## src/rtl/sdram_avalon_arb_pkg.sv

```systemverilog
// Shared constants for the two-master SDRAM Avalon arbiter: one-hot grant
// states, master IDs and the request-decode helper.
package sdram_arb_pkg;

  localparam logic [2:0] ST_IDLE = 3'b001;
  localparam logic [2:0] ST_GNT0 = 3'b010;
  localparam logic [2:0] ST_GNT1 = 3'b100;

  typedef enum logic [2:0] {
    S_IDLE = ST_IDLE,
    S_GNT0 = ST_GNT0,
    S_GNT1 = ST_GNT1
  } state_e;

  localparam logic ID_M0 = 1'b0;
  localparam logic ID_M1 = 1'b1;

  // A master is requesting when selected with either strobe low.
  function automatic logic is_req(input logic cs, input logic rd_n, input logic wr_n);
    return cs & (~rd_n | ~wr_n);
  endfunction

endpackage

```

## src/rtl/sdram_avalon_arb_if.sv

```systemverilog
// Avalon-MM bus bundle (active-low strobes and byte enables, pipelined reads).
interface sdram_avalon_arb_if #(
  parameter int ADDR_W = 24,
  parameter int DATA_W = 16,
  parameter int BE_W   = 2
);
  logic [ADDR_W-1:0] address;
  logic [BE_W-1:0]   byteenable_n;
  logic              chipselect;
  logic [DATA_W-1:0] writedata;
  logic              read_n;
  logic              write_n;
  logic              waitrequest;
  logic [DATA_W-1:0] readdata;
  logic              readdatavalid;

  modport master (
    output address, byteenable_n, chipselect, writedata, read_n, write_n,
    input  waitrequest, readdata, readdatavalid
  );

  modport slave (
    input  address, byteenable_n, chipselect, writedata, read_n, write_n,
    output waitrequest, readdata, readdatavalid
  );
endinterface

```

## src/rtl/sdram_avalon_arb_id_fifo.sv

```systemverilog
// Pending-read queue: a DEPTH-entry FIFO of 1-bit master IDs (DEPTH a power of 2).
module arb_id_fifo #(
  parameter int DEPTH = 4
) (
  input  logic clk,
  input  logic rst_n,
  input  logic push_i,
  input  logic push_id_i,
  input  logic pop_i,
  output logic head_o,
  output logic empty_o,
  output logic full_o
);
  localparam int PW = $clog2(DEPTH);

  logic          mem_q [DEPTH];
  logic [PW-1:0] wr_q, rd_q;
  logic [PW:0]   cnt_q;
  logic          do_push, do_pop;

  assign empty_o = (cnt_q == '0);
  assign full_o  = (cnt_q == (PW+1)'(DEPTH));
  assign head_o  = mem_q[rd_q];
  assign do_push = push_i & ~full_o;
  assign do_pop  = pop_i & ~empty_o;

  always_ff @(posedge clk or negedge rst_n) begin
    if (!rst_n) begin
      wr_q  <= '0;
      rd_q  <= '0;
      cnt_q <= '0;
    end else begin
      if (do_push) wr_q <= wr_q + PW'(1);
      if (do_pop)  rd_q <= rd_q + PW'(1);
      // Push and pop together leave the count unchanged.
      if (do_push && !do_pop)      cnt_q <= cnt_q + (PW+1)'(1);
      else if (!do_push && do_pop) cnt_q <= cnt_q - (PW+1)'(1);
    end
  end

  always_ff @(posedge clk) begin
    if (do_push) mem_q[wr_q] <= push_id_i;
  end
endmodule

```

## src/rtl/sdram_avalon_arb.sv

```systemverilog
// Two-master arbiter for one Avalon-MM SDRAM slave; zero-latency command path,
// in-order read return. Define SDRAM_ARB_RR_EN for round-robin, else m0 has priority.
module sdram_avalon_arb
  import sdram_arb_pkg::*;
#(
  parameter int ADDR_W   = 24,
  parameter int DATA_W   = 16,
  parameter int BE_W     = 2,
  parameter int MAX_PEND = 4
) (
  input  logic                 clk,
  input  logic                 rst_n,
  sdram_avalon_arb_if.slave    m0,
  sdram_avalon_arb_if.slave    m1,
  sdram_avalon_arb_if.master   s,
  output logic                 err_unexp_rdv
);
  state_e state_q, state_d;
  logic   req0, req1, rd0, rd1, gnt0, gnt1;
  logic   g_req, g_rd, other_req, blk, acc, push, pop;
  logic   pend_head, pend_empty, pend_full;
  logic   pick_m1, switch_ok, err_q;

  assign req0 = is_req(m0.chipselect, m0.read_n, m0.write_n);
  assign req1 = is_req(m1.chipselect, m1.read_n, m1.write_n);
  // Read+write together is a write, so only a pure read uses the queue.
  assign rd0  = m0.chipselect & ~m0.read_n & m0.write_n;
  assign rd1  = m1.chipselect & ~m1.read_n & m1.write_n;
  assign gnt0 = (state_q == S_GNT0);
  assign gnt1 = (state_q == S_GNT1);

  assign g_req     = (gnt0 & req0) | (gnt1 & req1);
  assign g_rd      = (gnt0 & rd0) | (gnt1 & rd1);
  assign other_req = gnt0 ? req1 : req0;
  assign blk       = g_rd & pend_full;
  assign acc       = g_req & ~s.waitrequest & ~blk;
  assign push      = acc & g_rd;
  assign pop       = s.readdatavalid & ~pend_empty;

`ifdef SDRAM_ARB_RR_EN
  logic last_q, last_d;

  assign pick_m1   = req1 & (~req0 | (last_q == ID_M0));
  assign switch_ok = 1'b1;
  assign last_d    = acc ? (gnt1 ? ID_M1 : ID_M0) : last_q;

  always_ff @(posedge clk or negedge rst_n) begin
    if (!rst_n) last_q <= ID_M1;
    else        last_q <= last_d;
  end
`else
  assign pick_m1   = req1 & ~req0;
  // Only an m1 grant yields early, and only to a requesting m0.
  assign switch_ok = gnt1;
`endif

  always_ff @(posedge clk or negedge rst_n) begin
    if (!rst_n) begin
      state_q <= S_IDLE;
      err_q   <= 1'b0;
    end else begin
      state_q <= state_d;
      if (s.readdatavalid && pend_empty) err_q <= 1'b1;
    end
  end

  always_comb begin
    state_d          = state_q;
    s.address        = {ADDR_W{1'b0}};
    s.byteenable_n   = {BE_W{1'b1}};
    s.chipselect     = 1'b0;
    s.writedata      = {DATA_W{1'b0}};
    s.read_n         = 1'b1;
    s.write_n        = 1'b1;
    m0.waitrequest   = 1'b1;
    m1.waitrequest   = 1'b1;
    case (state_q)
      S_IDLE: begin
        if (req0 || req1) state_d = pick_m1 ? S_GNT1 : S_GNT0;
      end
      S_GNT0, S_GNT1: begin
        if (acc) begin
          if (other_req && switch_ok) state_d = gnt0 ? S_GNT1 : S_GNT0;
          else if (!g_req)            state_d = S_IDLE;
        end else if (!g_req) begin
          state_d = S_IDLE;
        end
        if (gnt0) begin
          s.address      = m0.address;
          s.byteenable_n = m0.byteenable_n;
          s.chipselect   = m0.chipselect;
          s.writedata    = m0.writedata;
          s.read_n       = m0.read_n | blk;
          s.write_n      = m0.write_n;
          m0.waitrequest = s.waitrequest | blk;
        end else begin
          s.address      = m1.address;
          s.byteenable_n = m1.byteenable_n;
          s.chipselect   = m1.chipselect;
          s.writedata    = m1.writedata;
          s.read_n       = m1.read_n | blk;
          s.write_n      = m1.write_n;
          m1.waitrequest = s.waitrequest | blk;
        end
      end
      default: state_d = S_IDLE;
    endcase
  end

  arb_id_fifo #(.DEPTH(MAX_PEND)) u_pend (
    .clk       (clk),
    .rst_n     (rst_n),
    .push_i    (push),
    .push_id_i (gnt1 ? ID_M1 : ID_M0),
    .pop_i     (pop),
    .head_o    (pend_head),
    .empty_o   (pend_empty),
    .full_o    (pend_full)
  );

  assign m0.readdata      = s.readdata;
  assign m1.readdata      = s.readdata;
  assign m0.readdatavalid = pop & (pend_head == ID_M0);
  assign m1.readdatavalid = pop & (pend_head == ID_M1);
  assign err_unexp_rdv    = err_q;
endmodule

```

## src/flat_wrapper.sv

```systemverilog
// flat-port wrapper written by rule: the top's interface ports become plain ports
module sdram_avalon_arb_flat import sdram_arb_pkg::*;
#(
  parameter int ADDR_W   = 24,
  parameter int DATA_W   = 16,
  parameter int BE_W     = 2,
  parameter int MAX_PEND = 4
)
  (clk, rst_n, err_unexp_rdv, m0_address, m0_byteenable_n, m0_chipselect, m0_writedata, m0_read_n, m0_write_n, m0_waitrequest, m0_readdata, m0_readdatavalid, m1_address, m1_byteenable_n, m1_chipselect, m1_writedata, m1_read_n, m1_write_n, m1_waitrequest, m1_readdata, m1_readdatavalid, s_address, s_byteenable_n, s_chipselect, s_writedata, s_read_n, s_write_n, s_waitrequest, s_readdata, s_readdatavalid);
  sdram_avalon_arb_if #(.ADDR_W(ADDR_W), .DATA_W(DATA_W), .BE_W(BE_W)) m0_i ();
  sdram_avalon_arb_if #(.ADDR_W(ADDR_W), .DATA_W(DATA_W), .BE_W(BE_W)) m1_i ();
  sdram_avalon_arb_if #(.ADDR_W(ADDR_W), .DATA_W(DATA_W), .BE_W(BE_W)) s_i ();
  input  logic clk;
  input  logic rst_n;
  output logic err_unexp_rdv;
  input wire logic [$bits(m0_i.address)-1:0] m0_address;
  input wire logic [$bits(m0_i.byteenable_n)-1:0] m0_byteenable_n;
  input wire logic [$bits(m0_i.chipselect)-1:0] m0_chipselect;
  input wire logic [$bits(m0_i.writedata)-1:0] m0_writedata;
  input wire logic [$bits(m0_i.read_n)-1:0] m0_read_n;
  input wire logic [$bits(m0_i.write_n)-1:0] m0_write_n;
  output wire logic [$bits(m0_i.waitrequest)-1:0] m0_waitrequest;
  output wire logic [$bits(m0_i.readdata)-1:0] m0_readdata;
  output wire logic [$bits(m0_i.readdatavalid)-1:0] m0_readdatavalid;
  input wire logic [$bits(m1_i.address)-1:0] m1_address;
  input wire logic [$bits(m1_i.byteenable_n)-1:0] m1_byteenable_n;
  input wire logic [$bits(m1_i.chipselect)-1:0] m1_chipselect;
  input wire logic [$bits(m1_i.writedata)-1:0] m1_writedata;
  input wire logic [$bits(m1_i.read_n)-1:0] m1_read_n;
  input wire logic [$bits(m1_i.write_n)-1:0] m1_write_n;
  output wire logic [$bits(m1_i.waitrequest)-1:0] m1_waitrequest;
  output wire logic [$bits(m1_i.readdata)-1:0] m1_readdata;
  output wire logic [$bits(m1_i.readdatavalid)-1:0] m1_readdatavalid;
  output wire logic [$bits(s_i.address)-1:0] s_address;
  output wire logic [$bits(s_i.byteenable_n)-1:0] s_byteenable_n;
  output wire logic [$bits(s_i.chipselect)-1:0] s_chipselect;
  output wire logic [$bits(s_i.writedata)-1:0] s_writedata;
  output wire logic [$bits(s_i.read_n)-1:0] s_read_n;
  output wire logic [$bits(s_i.write_n)-1:0] s_write_n;
  input wire logic [$bits(s_i.waitrequest)-1:0] s_waitrequest;
  input wire logic [$bits(s_i.readdata)-1:0] s_readdata;
  input wire logic [$bits(s_i.readdatavalid)-1:0] s_readdatavalid;
  assign m0_i.address = m0_address;
  assign m0_i.byteenable_n = m0_byteenable_n;
  assign m0_i.chipselect = m0_chipselect;
  assign m0_i.writedata = m0_writedata;
  assign m0_i.read_n = m0_read_n;
  assign m0_i.write_n = m0_write_n;
  assign m0_waitrequest = m0_i.waitrequest;
  assign m0_readdata = m0_i.readdata;
  assign m0_readdatavalid = m0_i.readdatavalid;
  assign m1_i.address = m1_address;
  assign m1_i.byteenable_n = m1_byteenable_n;
  assign m1_i.chipselect = m1_chipselect;
  assign m1_i.writedata = m1_writedata;
  assign m1_i.read_n = m1_read_n;
  assign m1_i.write_n = m1_write_n;
  assign m1_waitrequest = m1_i.waitrequest;
  assign m1_readdata = m1_i.readdata;
  assign m1_readdatavalid = m1_i.readdatavalid;
  assign s_address = s_i.address;
  assign s_byteenable_n = s_i.byteenable_n;
  assign s_chipselect = s_i.chipselect;
  assign s_writedata = s_i.writedata;
  assign s_read_n = s_i.read_n;
  assign s_write_n = s_i.write_n;
  assign s_i.waitrequest = s_waitrequest;
  assign s_i.readdata = s_readdata;
  assign s_i.readdatavalid = s_readdatavalid;
  sdram_avalon_arb #(.ADDR_W(ADDR_W), .DATA_W(DATA_W), .BE_W(BE_W), .MAX_PEND(MAX_PEND)) u_core (.clk(clk), .rst_n(rst_n), .m0(m0_i), .m1(m1_i), .s(s_i), .err_unexp_rdv(err_unexp_rdv));
endmodule
```

## config.mk

```make
export PLATFORM = sky130hd
export DESIGN_NAME = sdram_avalon_arb_flat
export DESIGN_NICKNAME = d
export VERILOG_FILES = /design/src/rtl/sdram_avalon_arb_pkg.sv /design/src/rtl/sdram_avalon_arb_if.sv /design/src/rtl/sdram_avalon_arb_id_fifo.sv /design/src/rtl/sdram_avalon_arb.sv /design/src/flat_wrapper.sv
export SDC_FILE = /design/constraint.sdc
export NUM_CORES = 1
export LEC_CHECK = 0
export CAP_MARGIN = 20
export CORE_UTILIZATION = 24
export DETAILED_ROUTE_END_ITERATION = 7
export HOLD_SLACK_MARGIN = 0.15
export PLACE_DENSITY = 0.78
export SETUP_SLACK_MARGIN = 0.02
export SLEW_MARGIN = 20
export SYNTH_ARGS = -nofsm -noshare
export SYNTH_HDL_FRONTEND = slang
export SYNTH_SLANG_ARGS = --single-unit
```

## constraint.sdc

```tcl
create_clock -name clk -period 2.5 [get_ports clk]
set_input_delay 0.5 -clock clk [delete_from_list [all_inputs] [get_ports clk]]
set_output_delay 0.5 -clock clk [all_outputs]
set_load 0.005 [all_outputs]
```

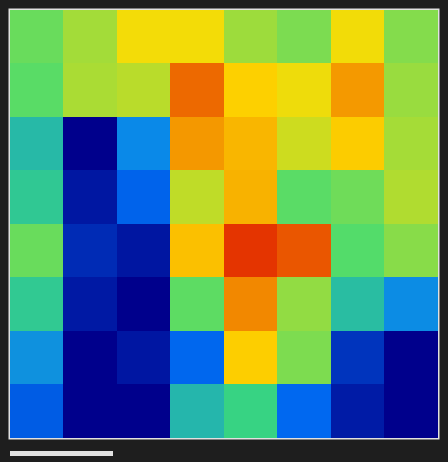
(cell density map)
Bar = 20 microns. 8 x 8 tiles, from dark blue (low) to red (high), 0 to 100% covered.
nearly empty tiles: 11%
mean over tiles: 47%
tiles over 75% full: 19%
fullest tile: 94%
floorplan core density: 0.248
core box area: 6310 sq um
Core Util, Final: 0.528

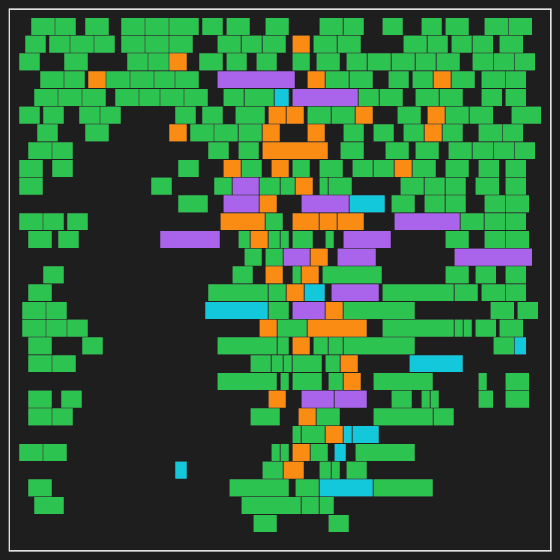
(cells by drive strength)
| size | colour | cells |
|---|---|---|
| _2 cells | cyan | 11 |
| _6 and larger | purple | 15 |
| _3 and _4 cells | orange | 39 |
| _0 and _1 cells | green | 248 |
slack of the critical path: 0.0330 ns
area growth from synthesis to final layout: 113%

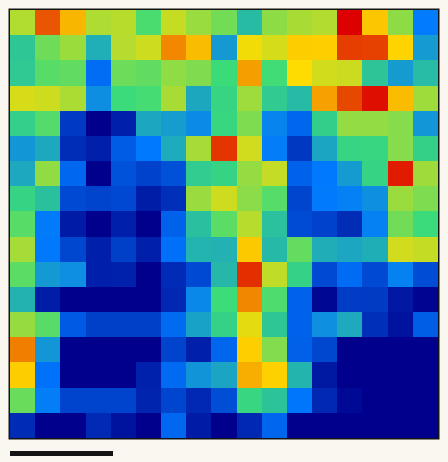
(wire density map)
Bar = 20 microns. 17 x 17 tiles, from dark blue (low) to red (high), scaled to the fullest tile. Values are wire area over tile area, all layers added.
tiles over half the peak: 33%
densest ninth of the die: north-east
nearly empty tiles: 14%
gr usage total: 0.161
DR WL/cell: 16.6 microns
Post-Route WL: 6480 microns
vias: 1843

==> summary.txt <==
RD Place Congestion: 0.743
Fillers: 567
Post-Syn Area: 1570 sq um
clock power share: 0.113
Psw: 0.572 mW
combinational share of cell area: 0.263
clock group power: 0.193 mW
Seq area share: 0.119
Yosys chip area: 1570 sq um
met1 Usage GRT: 0.197
worst slew pin tran: 0.503 ns
Hold Path Class: flop to flop
Yosys top cell by area: a22o_1
Syn. warnings: 0
XOR Share, Synth: 0.0392
crit path time final: 2.47 ns
Dominant Register Cell: dfrtp_1
Post-CTS Resized: 53
CP most frequent cell: xor2_1
fmax: 0.405 GHz
Data buffer area share: 0.563
Slew Limit Fails: 0
Power Sequential: 0.428 mW
dominant kind of cell: buffers
initial DRC count: 68
clock sinks: 15
Pwr Total: 1.71 mW
final setup vio count: 0
status: completed
tap cells: 77
ys flops: 15
Layout Skew: 0.00258 ns
critical path arrival: 2.59 ns
slowest stage delay, CP: 0.45 ns
root buffer cell: clkbuf_8
Die W: 82.8 microns
GR Layer Usage met2: 0.279
[registers in the layout, summed over array words and instances, names as in the netlist]
| register | count |
|---|---|
| u_core.u_pend.cnt_q | 3 |
| u_core.u_pend.rd_q | 2 |
| u_core.state_q | 3 |
| u_core.u_pend.mem_q | 4 |
| u_core.err_unexp_rdv | 1 |
| u_core.u_pend.wr_q | 2 |
[path summary, 6_finish.rpt]
kind                                             startpoint                                  to  slack [ns]  cells past startpoint
max                           u_core.state_q[1]$_DFFE_PN0P_  u_core.u_pend.cnt_q[2]$_DFFE_PN0P_        0.03                     11
min                        u_core.err_unexp_rdv$_DFFE_PN0P_    u_core.err_unexp_rdv$_DFFE_PN0P_        0.47                      1
max reg2reg                   u_core.state_q[1]$_DFFE_PN0P_  u_core.u_pend.cnt_q[2]$_DFFE_PN0P_        0.03                     11
min reg2reg                u_core.err_unexp_rdv$_DFFE_PN0P_    u_core.err_unexp_rdv$_DFFE_PN0P_        0.47                      1
max in group asynchronous                             rst_n       u_core.state_q[0]$_DFFE_PN1P_        1.55                      1
min in group asynchronous                             rst_n   u_core.u_pend.wr_q[1]$_DFFE_PN0P_        0.59                      1
[metal layers]
metal | wire, microns | vias up
li1 | - | 883
met1 | 2470 | 837
met5 | 0 | -
met4 | 138 | 0
met2 | 3300 | 96
met3 | 577 | 27
[cells in the final DEF, fill, tap and decap left out, drive strengths merged, types with 2 or more instances in the layout]
master,n
or3b,2
clkbuf,6
xor2,4
dfrtp,10
buf,41
nor3b,3
a21boi,2
inv,6
nand2,7
clkinv,2
dlymetal6s2s,6
and3,4
nor2,4
a21oi,3
bufbuf,2
ha,5
dlygate4sd2,40
a22o,41
nand3b,3
a2111oi,2
clkdlybuf4s50,95
edfxtp,4
o22a,3
xnor2,3
Power figures rest on the tool's default switching activity, not on a simulated workload.
